Figure 1. Clock network drawn from the DEF.
Scale: 4 px per µm.
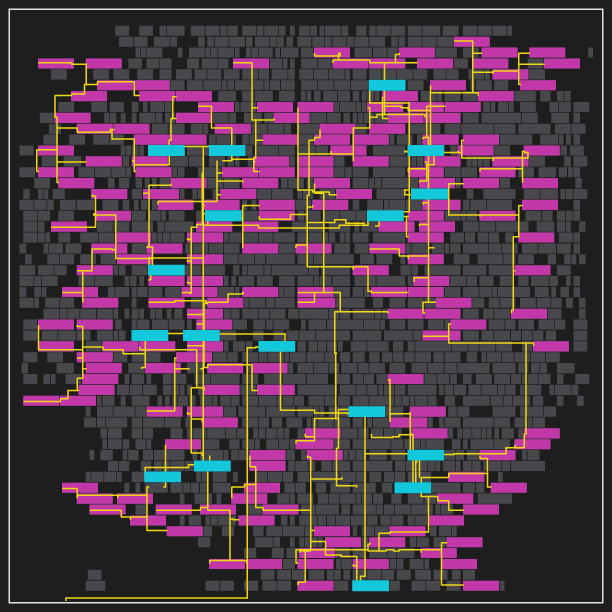
Figure 2. Placement density heat map.
Scale: 2 px per µm. The die is cut into 15 by 15 equal tiles; black is low, pale yellow is high, 0 to 100% covered.
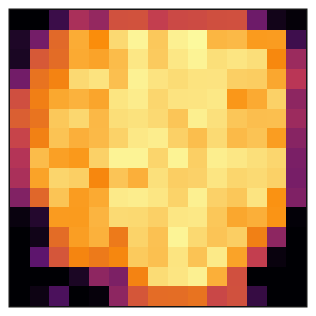
Figure 3. Clock nets.
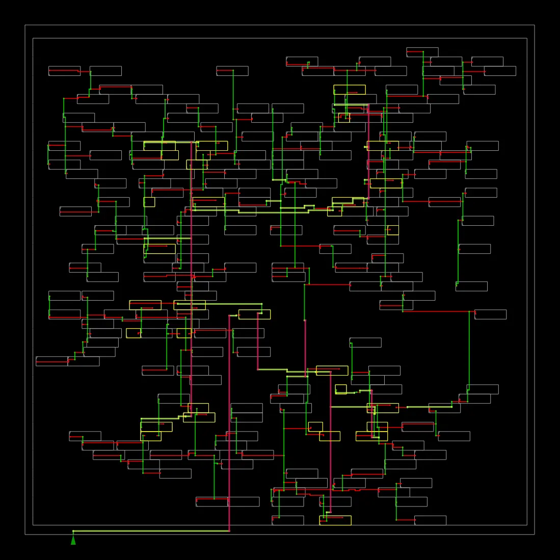
Figure 4. Placement by cell class.
Scale: 2 px per µm. Fill, decap, tap and diode cells in gray.
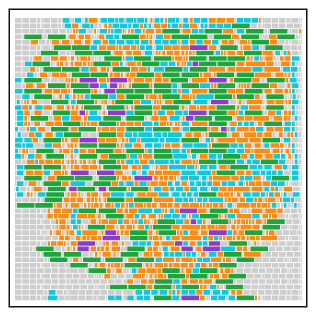
Figure 5. Close-up of the layout.
Window x 62 to 87, y 62 to 87 µm. Cells in gray, sequential cells in the stronger gray; small squares are vias.
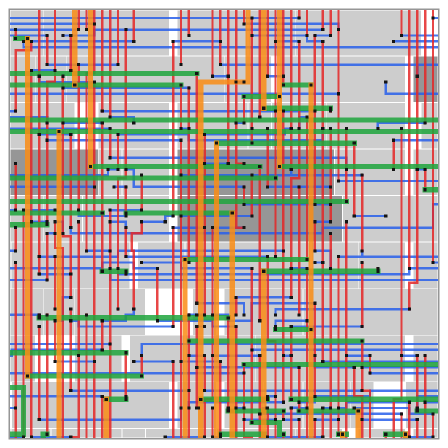
## config.mk

```make
export PLATFORM = sky130hd
export DESIGN_NAME = udp_dram_reader
export DESIGN_NICKNAME = d
export VERILOG_FILES = /design/src/rtl/udp_bridge_pkg.sv /design/src/rtl/udp_reply_hdr.sv /design/src/rtl/udp_dram_reader.sv
export SDC_FILE = /design/constraint.sdc
export NUM_CORES = 1
export LEC_CHECK = 0
export CAP_MARGIN = 30
export CORE_MARGIN = 2
export CORE_UTILIZATION = 50
export CTS_CLUSTER_DIAMETER = 50
export DETAILED_ROUTE_END_ITERATION = 10
export HOLD_SLACK_MARGIN = 0.02
export PLACE_DENSITY = 0.76
export SYNTH_ARGS = -nofsm -noshare
export SYNTH_HDL_FRONTEND = slang
export SYNTH_HIERARCHICAL = 1
export SYNTH_SLANG_ARGS = --single-unit
```

## constraint.sdc

```tcl
create_clock -name clk -period 2.1 [get_ports clk]
set_input_delay 0.21 -clock clk [delete_from_list [all_inputs] [get_ports clk]]
set_output_delay 0.21 -clock clk [all_outputs]
set_load 0.01 [all_outputs]
```

## src/rtl/udp_bridge_pkg.sv

```systemverilog
// udp_bridge_pkg
// Shared definitions for the UDP <-> DRAM bridge blocks.
// Holds the reader FSM state encoding, the positions of the UDP header words
// captured from the RX stream, the read/write flag carried in bit 0 of the
// address word, and the layout of the DRAM control word that both the read
// and write paths drive.
package udp_bridge_pkg;

    typedef enum logic [3:0] {
        S_IDLE,
        S_HDR,
        S_ADDR,
        S_LEN,
        S_DRAIN,
        S_CMD,
        S_TXREQ,
        S_TXHDR,
        S_TXADDR,
        S_TXDATA
    } state_t;

    // Order of the header words as they arrive on the RX stream
    localparam int HDR_SRC_IP  = 0;
    localparam int HDR_DST_IP  = 1;
    localparam int HDR_PORTS   = 2;
    localparam int HDR_PAYLOAD = 3;
    localparam int HDR_WORDS   = 4;

    // Bit 0 of the address word selects the request direction
    localparam logic FLAG_READ  = 1'b0;
    localparam logic FLAG_WRITE = 1'b1;

    // DRAM control word: {len-1, byte address}
    localparam int CTRL_ADDR_W = 32;
    localparam int CTRL_LEN_W  = 8;
    localparam int CTRL_W      = CTRL_LEN_W + CTRL_ADDR_W;

endpackage

```

## src/rtl/udp_reply_hdr.sv

```systemverilog
// udp_reply_hdr
// Combinational builder of the four reply header words. The reply goes back
// to the requester, so source and destination IP and ports are swapped, and
// the payload byte count covers the echoed address word plus N data words.
// Ports:
//   src_ip, dst_ip, ports : header words captured from the request
//   n                     : number of data words in the reply (1..256)
//   sel                   : which reply header word to produce (0..3)
//   word                  : selected reply header word
module udp_reply_hdr (
    input  logic [31:0] src_ip,
    input  logic [31:0] dst_ip,
    input  logic [31:0] ports,
    input  logic [8:0]  n,
    input  logic [1:0]  sel,
    output logic [31:0] word
);

    logic [31:0] reply_bytes;

    // Reply payload is the address echo plus N data words, 4 bytes each
    always_comb begin
        reply_bytes = ({23'd0, n} + 32'd1) << 2;
        word        = '0;
        case (sel)
            2'd0:    word = dst_ip;
            2'd1:    word = src_ip;
            2'd2:    word = {ports[15:0], ports[31:16]};
            default: word = reply_bytes;
        endcase
    end

endmodule

```

## src/rtl/udp_dram_reader.sv

```systemverilog
// udp_dram_reader
// Read-side responder of the UDP <-> DRAM bridge. Parses a read request from
// the RX stream, issues one DRAM read command, then sends a UDP reply made of
// four header words, an echo of the address word and N words popped from the
// DRAM read FIFO. Write requests are left to the write path that shares RX.
// Ports:
//   clk, rst_n                 : clock, asynchronous active-low reset
//   r_req, r_enable, r_data    : RX stream (r_enable high for a whole packet)
//   r_ack                      : RX accept, tied high
//   w_req, w_ack               : TX request / grant handshake
//   w_enable, w_data           : TX word valid and data
//   rd_ctrl_in, rd_ctrl_we     : DRAM read command and its one-cycle strobe
//   rd_data, rd_data_valid     : DRAM read FIFO head (first-word-fall-through)
//   rd_data_re                 : DRAM read FIFO pop
//   drop_cnt                   : saturating count of rejected read requests
module udp_dram_reader
    import udp_bridge_pkg::*;
#(
    parameter int          MAX_LEN  = 256,
    parameter int          TIMEOUT  = 1048576,
    parameter logic [31:0] PAD_WORD = 32'hDEAD_BEEF
) (
    input  logic              clk,
    input  logic              rst_n,
    input  logic              r_req,
    input  logic              r_enable,
    output logic              r_ack,
    input  logic [31:0]       r_data,
    output logic              w_req,
    output logic              w_enable,
    input  logic              w_ack,
    output logic [31:0]       w_data,
    output logic [CTRL_W-1:0] rd_ctrl_in,
    output logic              rd_ctrl_we,
    input  logic [31:0]       rd_data,
    input  logic              rd_data_valid,
    output logic              rd_data_re,
    output logic [15:0]       drop_cnt
);

    localparam int TO_W = $clog2(TIMEOUT + 1);

    state_t          state;
    state_t          next_state;
    logic [31:0]     hdr [HDR_WORDS];
    logic [31:0]     addr_word;
    logic [8:0]      n;
    logic            go;
    logic [1:0]      idx;
    logic [8:0]      data_cnt;
    logic [TO_W-1:0] to_cnt;
    logic            timed_out;
    logic            r_enable_q;
    logic            rx_start;
    logic            len_bad;
    logic            send;
    logic            last_data;
    logic [31:0]     hdr_word;
    logic            unused_inputs;

    // A packet only starts on a rising r_enable, so the tail of a packet that
    // arrived while a reply was in flight is never parsed as a new request.
    assign rx_start  = r_enable && !r_enable_q;
    assign len_bad   = (r_data[8:0] == 9'd0) || (r_data[8:0] > 9'(MAX_LEN));
    assign send      = (state == S_TXDATA) && (rd_data_valid || timed_out);
    assign last_data = (data_cnt == n - 9'd1);

    assign r_ack         = 1'b1;
    assign unused_inputs = ^{r_req, hdr[HDR_PAYLOAD]};

    udp_reply_hdr u_reply_hdr (
        .src_ip (hdr[HDR_SRC_IP]),
        .dst_ip (hdr[HDR_DST_IP]),
        .ports  (hdr[HDR_PORTS]),
        .n      (n),
        .sel    (idx),
        .word   (hdr_word)
    );

    // State register
    always_ff @(posedge clk or negedge rst_n) begin
        if (!rst_n) begin
            state <= S_IDLE;
        end else begin
            state <= next_state;
        end
    end

    // Next-state logic; a packet that ends before its length word is dropped
    always_comb begin
        next_state = state;
        case (state)
            S_IDLE:   if (rx_start) next_state = S_HDR;
            S_HDR:    if (!r_enable) next_state = S_IDLE;
                      else if (idx == 2'd3) next_state = S_ADDR;
            S_ADDR:   if (!r_enable) next_state = S_IDLE;
                      else if (r_data[0] == FLAG_READ) next_state = S_LEN;
                      else next_state = S_DRAIN;
            S_LEN:    if (!r_enable) next_state = S_IDLE;
                      else next_state = S_DRAIN;
            S_DRAIN:  if (!r_enable) next_state = go ? S_CMD : S_IDLE;
            S_CMD:    next_state = S_TXREQ;
            S_TXREQ:  if (w_ack) next_state = S_TXHDR;
            S_TXHDR:  if (idx == 2'd3) next_state = S_TXADDR;
            S_TXADDR: next_state = S_TXDATA;
            S_TXDATA: if (send && last_data) next_state = S_IDLE;
            default:  next_state = S_IDLE;
        endcase
    end

    // Request capture, word counters and the FIFO-starvation timeout.
    // idx walks the RX header words and is reused to walk the TX header words.
    always_ff @(posedge clk or negedge rst_n) begin
        if (!rst_n) begin
            for (int i = 0; i < HDR_WORDS; i++) begin
                hdr[i] <= '0;
            end
            addr_word  <= '0;
            n          <= '0;
            go         <= 1'b0;
            idx        <= '0;
            data_cnt   <= '0;
            to_cnt     <= '0;
            timed_out  <= 1'b0;
            r_enable_q <= 1'b0;
            drop_cnt   <= '0;
        end else begin
            r_enable_q <= r_enable;
            case (state)
                S_IDLE: begin
                    if (rx_start) begin
                        hdr[HDR_SRC_IP] <= r_data;
                        idx             <= 2'd1;
                        go              <= 1'b0;
                    end
                end
                S_HDR: begin
                    if (r_enable) begin
                        hdr[idx] <= r_data;
                        idx      <= idx + 2'd1;
                    end
                end
                S_ADDR: begin
                    if (r_enable) begin
                        addr_word <= r_data;
                    end
                end
                S_LEN: begin
                    if (r_enable) begin
                        n <= r_data[8:0];
                        if (len_bad) begin
                            if (drop_cnt != 16'hFFFF) begin
                                drop_cnt <= drop_cnt + 16'd1;
                            end
                        end else begin
                            go <= 1'b1;
                        end
                    end
                end
                S_TXREQ:  idx <= 2'd0;
                S_TXHDR:  idx <= idx + 2'd1;
                S_TXADDR: data_cnt <= '0;
                S_TXDATA: begin
                    if (send) begin
                        data_cnt <= data_cnt + 9'd1;
                    end
                end
                default: ;
            endcase

            // Once TIMEOUT empty cycles have passed since the last pop, the
            // rest of the reply is padded and late FIFO data is left alone.
            if (state != S_TXDATA) begin
                to_cnt    <= '0;
                timed_out <= 1'b0;
            end else if (rd_data_re) begin
                to_cnt <= '0;
            end else if (!rd_data_valid && !timed_out) begin
                if (to_cnt == TO_W'(TIMEOUT - 1)) begin
                    timed_out <= 1'b1;
                end else begin
                    to_cnt <= to_cnt + TO_W'(1);
                end
            end
        end
    end

    // Outputs are decoded from the state so an asynchronous reset clears
    // every strobe immediately.
    always_comb begin
        w_req      = 1'b0;
        w_enable   = 1'b0;
        w_data     = '0;
        rd_ctrl_we = 1'b0;
        rd_ctrl_in = '0;
        rd_data_re = 1'b0;
        case (state)
            S_CMD: begin
                rd_ctrl_we = 1'b1;
                rd_ctrl_in = {CTRL_LEN_W'(n - 9'd1), addr_word[30:1], 2'b00};
            end
            S_TXREQ: begin
                w_req = 1'b1;
            end
            S_TXHDR: begin
                w_enable = 1'b1;
                w_data   = hdr_word;
            end
            S_TXADDR: begin
                w_enable = 1'b1;
                w_data   = addr_word;
            end
            S_TXDATA: begin
                if (timed_out) begin
                    w_enable = 1'b1;
                    w_data   = PAD_WORD;
                end else if (rd_data_valid) begin
                    w_enable   = 1'b1;
                    w_data     = rd_data;
                    rd_data_re = 1'b1;
                end
            end
            default: ;
        endcase
    end

endmodule

```

==> run summary <==
Summary of the current implementation state.

- The total wire length is 37.9 mm, for reference.
- In this design, the stage delay of the slowest critical-path cell is ~520 ps.
- The critical path data arrival time is roughly 2500 ps, for reference.
- The yosys stat cell total is slightly below 1,000, for reference.
- The relative area of clock buffers and inverters in the final design is about 4%, for reference.
- The largest power group is combinational cells, for reference.
- Measured along the y axis, the die boundary spans between 100 and 150 µm.
- Across the whole layout, storage elements account for between 4000 and 5000 µm².
- The final cell count without fillers is 1,600, for reference.
- The number of max-slew violations in the final report is 0, for reference.
- The launch point of the worst reg-to-reg path is n[0]$_DFFE_PN0P_, for reference.
- Entering global routing, the biggest net connects 72 pins.
- Sorting the synthesized cells by how often they occur yields 192 x sky130_fd_sc_hd__dfrtp_1, 144 x sky130_fd_sc_hd__nand2_1, 76 x sky130_fd_sc_hd__mux2_2, 72 x sky130_fd_sc_hd__o21ai_0, 55 x sky130_fd_sc_hd__nor2_1.
- The number of antenna violations at the first check in global routing was 1.
- Per the cell usage report, the commonest logic cells after layout are 186 x sky130_fd_sc_hd__dfrtp_1, 138 x sky130_fd_sc_hd__nand2_1, 109 x sky130_fd_sc_hd__buf_4.
- Net switching is 39.3% of the power.
- The cell with the biggest individual delay on the critical path is sky130_fd_sc_hd__mux4_2, for reference.
- The share of the core filled by cells before placement is 51.1%, for reference.
- The fraction of final cell area spent on non-clock buffers in this run is 22.9%.
- Summed over all cells, the static leakage comes to 0.00700 µW.
- By area the synthesized netlist is led by sky130_fd_sc_hd__dfrtp_1 46%, sky130_fd_sc_hd__mux2_2 8.3%, sky130_fd_sc_hd__nand2_1 5.2%.
- The async set or reset register ratio after synthesis is 100%, for reference.
- Per STA, the worst path is made up of and3_4 -> nand3_2 -> xnor2_2 -> mux4_2 -> a222oi_1 -> inv_1 -> buf_2.
- The tally of unique sky130hd cells used after synthesis is roughly 77, for reference.
- In the final layout, the registers with the most flip-flops are hdr (96), addr_word (32), to_cnt (21).
- The internal power is 11,200 µW, for reference.
- The post-route minimum period is 2740 ps, for reference.
- The residual antenna-violating net count after detailed routing is 0, for reference.
- The total length of routed met2 wires is 18.2 mm, for reference.
- Summing all multi-input logic gate instances after layout gives 5850 µm².
- During I/O placement, the number of pins put on the boundary was 163.
- For this floorplan the total number of well-tap instances is 270.
- Per the CTS log, the buffer count on the longest clock path is 2.
- The dominant register cell in the synthesized netlist is sky130_fd_sc_hd__dfrtp_1, for reference.
- Headroom to the max-slew limit came out at 55.7%.
- In this run the tool buffered the top-level ports with 158 buffer cells.
- Of the total standard cell area in the layout, the multi-input combinational portion is 38.5%.
- The total power divided by cell area is 1210 nW/µm², for reference.
- The post-placement cell count is between 1,000 and 1,500, for reference.
- The count of maximum capacitance violations is 0, for reference.
- The area fraction in full adders, half adders and majority gates is between 1 and 1.5%, for reference.
- Gates resized during post-CTS repair numbered 444.
- In the post-route analysis, the smallest setup slack over all paths is -641 ps.
- The cell taking the most area after synthesis is sky130_fd_sc_hd__dfrtp_1, for reference.
- Sequential cells burn 32.9% of the power.
- Counting every instance in the synthesized netlist gives 994.
- Once detailed placement completed, the half-perimeter wirelength came to 20.1 mm.
- The number of global-route vias before repair was 9,312.
- The area share of and/or/nand/nor cells after synthesis is between 10% and 20%, for reference.
- Walking the critical path from launch to capture passes 7 cell instances.
- The final routed wire length divided by cell count is about 24 µm, for reference.
- Cells with a size suffix above 1 make up 41.4% of the layout.
- The tool warning count is 32, for reference.
- In this design, the largest share of critical-path delay is due to multiplexers.
- The worst setup path is captured at an output pin.
- The non-clock buffer instance count of the final layout is 362, for reference.
- The synthesized netlist occupies a cell area of roughly 10,000 µm².
- The wire length of the first global-routing pass is 51.5 mm, for reference.
- The register with the highest flop count is hdr, for reference.
- After Yosys synthesis, XOR and XNOR cells account for 5.12% of the synthesized area.
- The met3 track demand over resource is under 10%, for reference.
- Of the total power, combinational logic draws 48.5%.
- In the final report, the number of hold violations comes to 0.
- Buffers added to address setup during post-CTS repair amount to 57.
- In this build the clock could be raised as far as 365 MHz.
- The script logs the ratio of routed vias to standard cells as just over 6.
- For met1 alone, demand over resource in global routing was around 40%.
- The power spent charging and discharging nets is 7250 µW, for reference.
- Counting the fill cells in the layout gives 1,220.
- The clock tree from TritonCTS is built, for reference.
- The final-layout worst hold slack is 334 ps, for reference.
- The count of final setup violators is 98, for reference.
- The critical path endpoint is w_data[8], for reference.
- The iteration count recorded for the first detailed-route pass is 5.
- The flow measured a signed area growth from synthesis to layout of 46.6%.
- The number of enable-type register cells in the synthesized netlist is 0, for reference.
- The worst register-to-register path depth is 12.
- After clock tree synthesis, the flow added hold-fix buffers numbering 1.
- The internal reg-to-reg setup slack is -190 ps, for reference.
- Adding up every negative setup slack in the final design gives -16,620 ps.
- The worst flop-to-flop path endpoint is state[3]$_DFFE_PN0P_, for reference.
- In the final routing, the length of wire on met1 measures 13.8 mm.
- The type of the most critical hold path is input pin to asynchronous set/reset pin, for reference.
- The total die area is 21,900 µm², for reference.
- Among logic cells in the layout, the one with the most instances is sky130_fd_sc_hd__dfrtp_1.
- The met2 track demand over resource in global routing is 50.3%, for reference.
- The number of multi-input combinational cells in the layout is between 700 and 800.
- The final global-route overflow total is 0, for reference.
- The flip-flop count of the largest register, all copies and words added is between 90 and 100, for reference.
- Looking at the gate-level netlist, the highest instance count belongs to sky130_fd_sc_hd__dfrtp_1.
- The non-clock inverter total of the final layout is 25, for reference.
- In the Yosys report, the sequential cells make up around 46% of the chip area.
- The total buffers and inverters traversed by the critical path is 2, for reference.
- The number of DRC violations after detailed-routing iteration 0 is 1,053, for reference.
- The worst setup path is of the flop to output pin kind.
- In this run the worst path has a maximum fanout of 2.
- The final RePlAce weighted congestion is about 0.90, for reference.
- The post-synthesis chip area from yosys is 10,400 µm², for reference.
- The routing layer with the top usage in global route is met2, for reference.
- Setup repair after global routing could not meet its margin everywhere.
- The post-detailed-placement cell area is 12,900 µm², for reference.
- The worst setup path is launched from a flop.
- The required time at the worst-slack endpoint is 1890 ps, for reference.
- Per the detail_route report, DRC violations left total 0.
- The run finished, with violations left.
- Looking at the worst setup and hold paths, the clock pins of their registers show a slew of 80 ps.
- Summed over all routing layers, the global router reports a total usage of 30.3%.
- The checks that failed: negative setup slack.
- For reference, the top logic cell family by area is simple AND/OR/NAND/NOR gates.
- The power report lists the combinational group at 8940 µW.
- The highest metal layer carrying signal wires in the routed design is met4.
- Timing analysis after detailed placement gives a worst setup slack of -429 ps.
- The most critical setup path has its startpoint at n[3]$_DFFE_PN0P_.
## Picture notes: Figure 1
[cyan] clock drivers | count: 17
[yellow] clock wires | length: 2,420 µm
[magenta] flip-flops | count: 192
flops lie	all over the die
clk pwr: 3430 µW
clock group share of total power: 18.6%
clk_skew: 18.6 ps
Insertion Delay late pin: 460 ps

## Picture notes: Figure 2
fullest tile	99%
nearly empty tiles	8.4%
mean over tiles	68%
tiles over 75% full	60%
emptiest ninth of the die	south-west
final design utilization: 74.9%
placeable core region: 20,300 µm²

## Picture notes: Figure 3
clock sink count: 192
CTS Buf Count: 17
count of sequential standard cells: 192
CLK BUF: 18

## Picture notes: Figure 4
color	class	cells
cyan	other buffers and delay cells	362
orange	combinational and other logic	742
purple	clock drivers and dummy loads	32
green	flops	192
flip-flop and latch share of the layout cell area: 31.7%
# rows: 52
final standard cell area without fillers: 15,200 µm²

## Picture notes: Figure 5
color	layer
orange	metal 4
red	metal 2
blue	metal 1
green	metal 3
cells with their middle in the window	48
sequential cells in the window	3
most frequent	buf_4 (11), buf_12 (5), buf_6 (5)

Power and IR drop assume default switching activity.
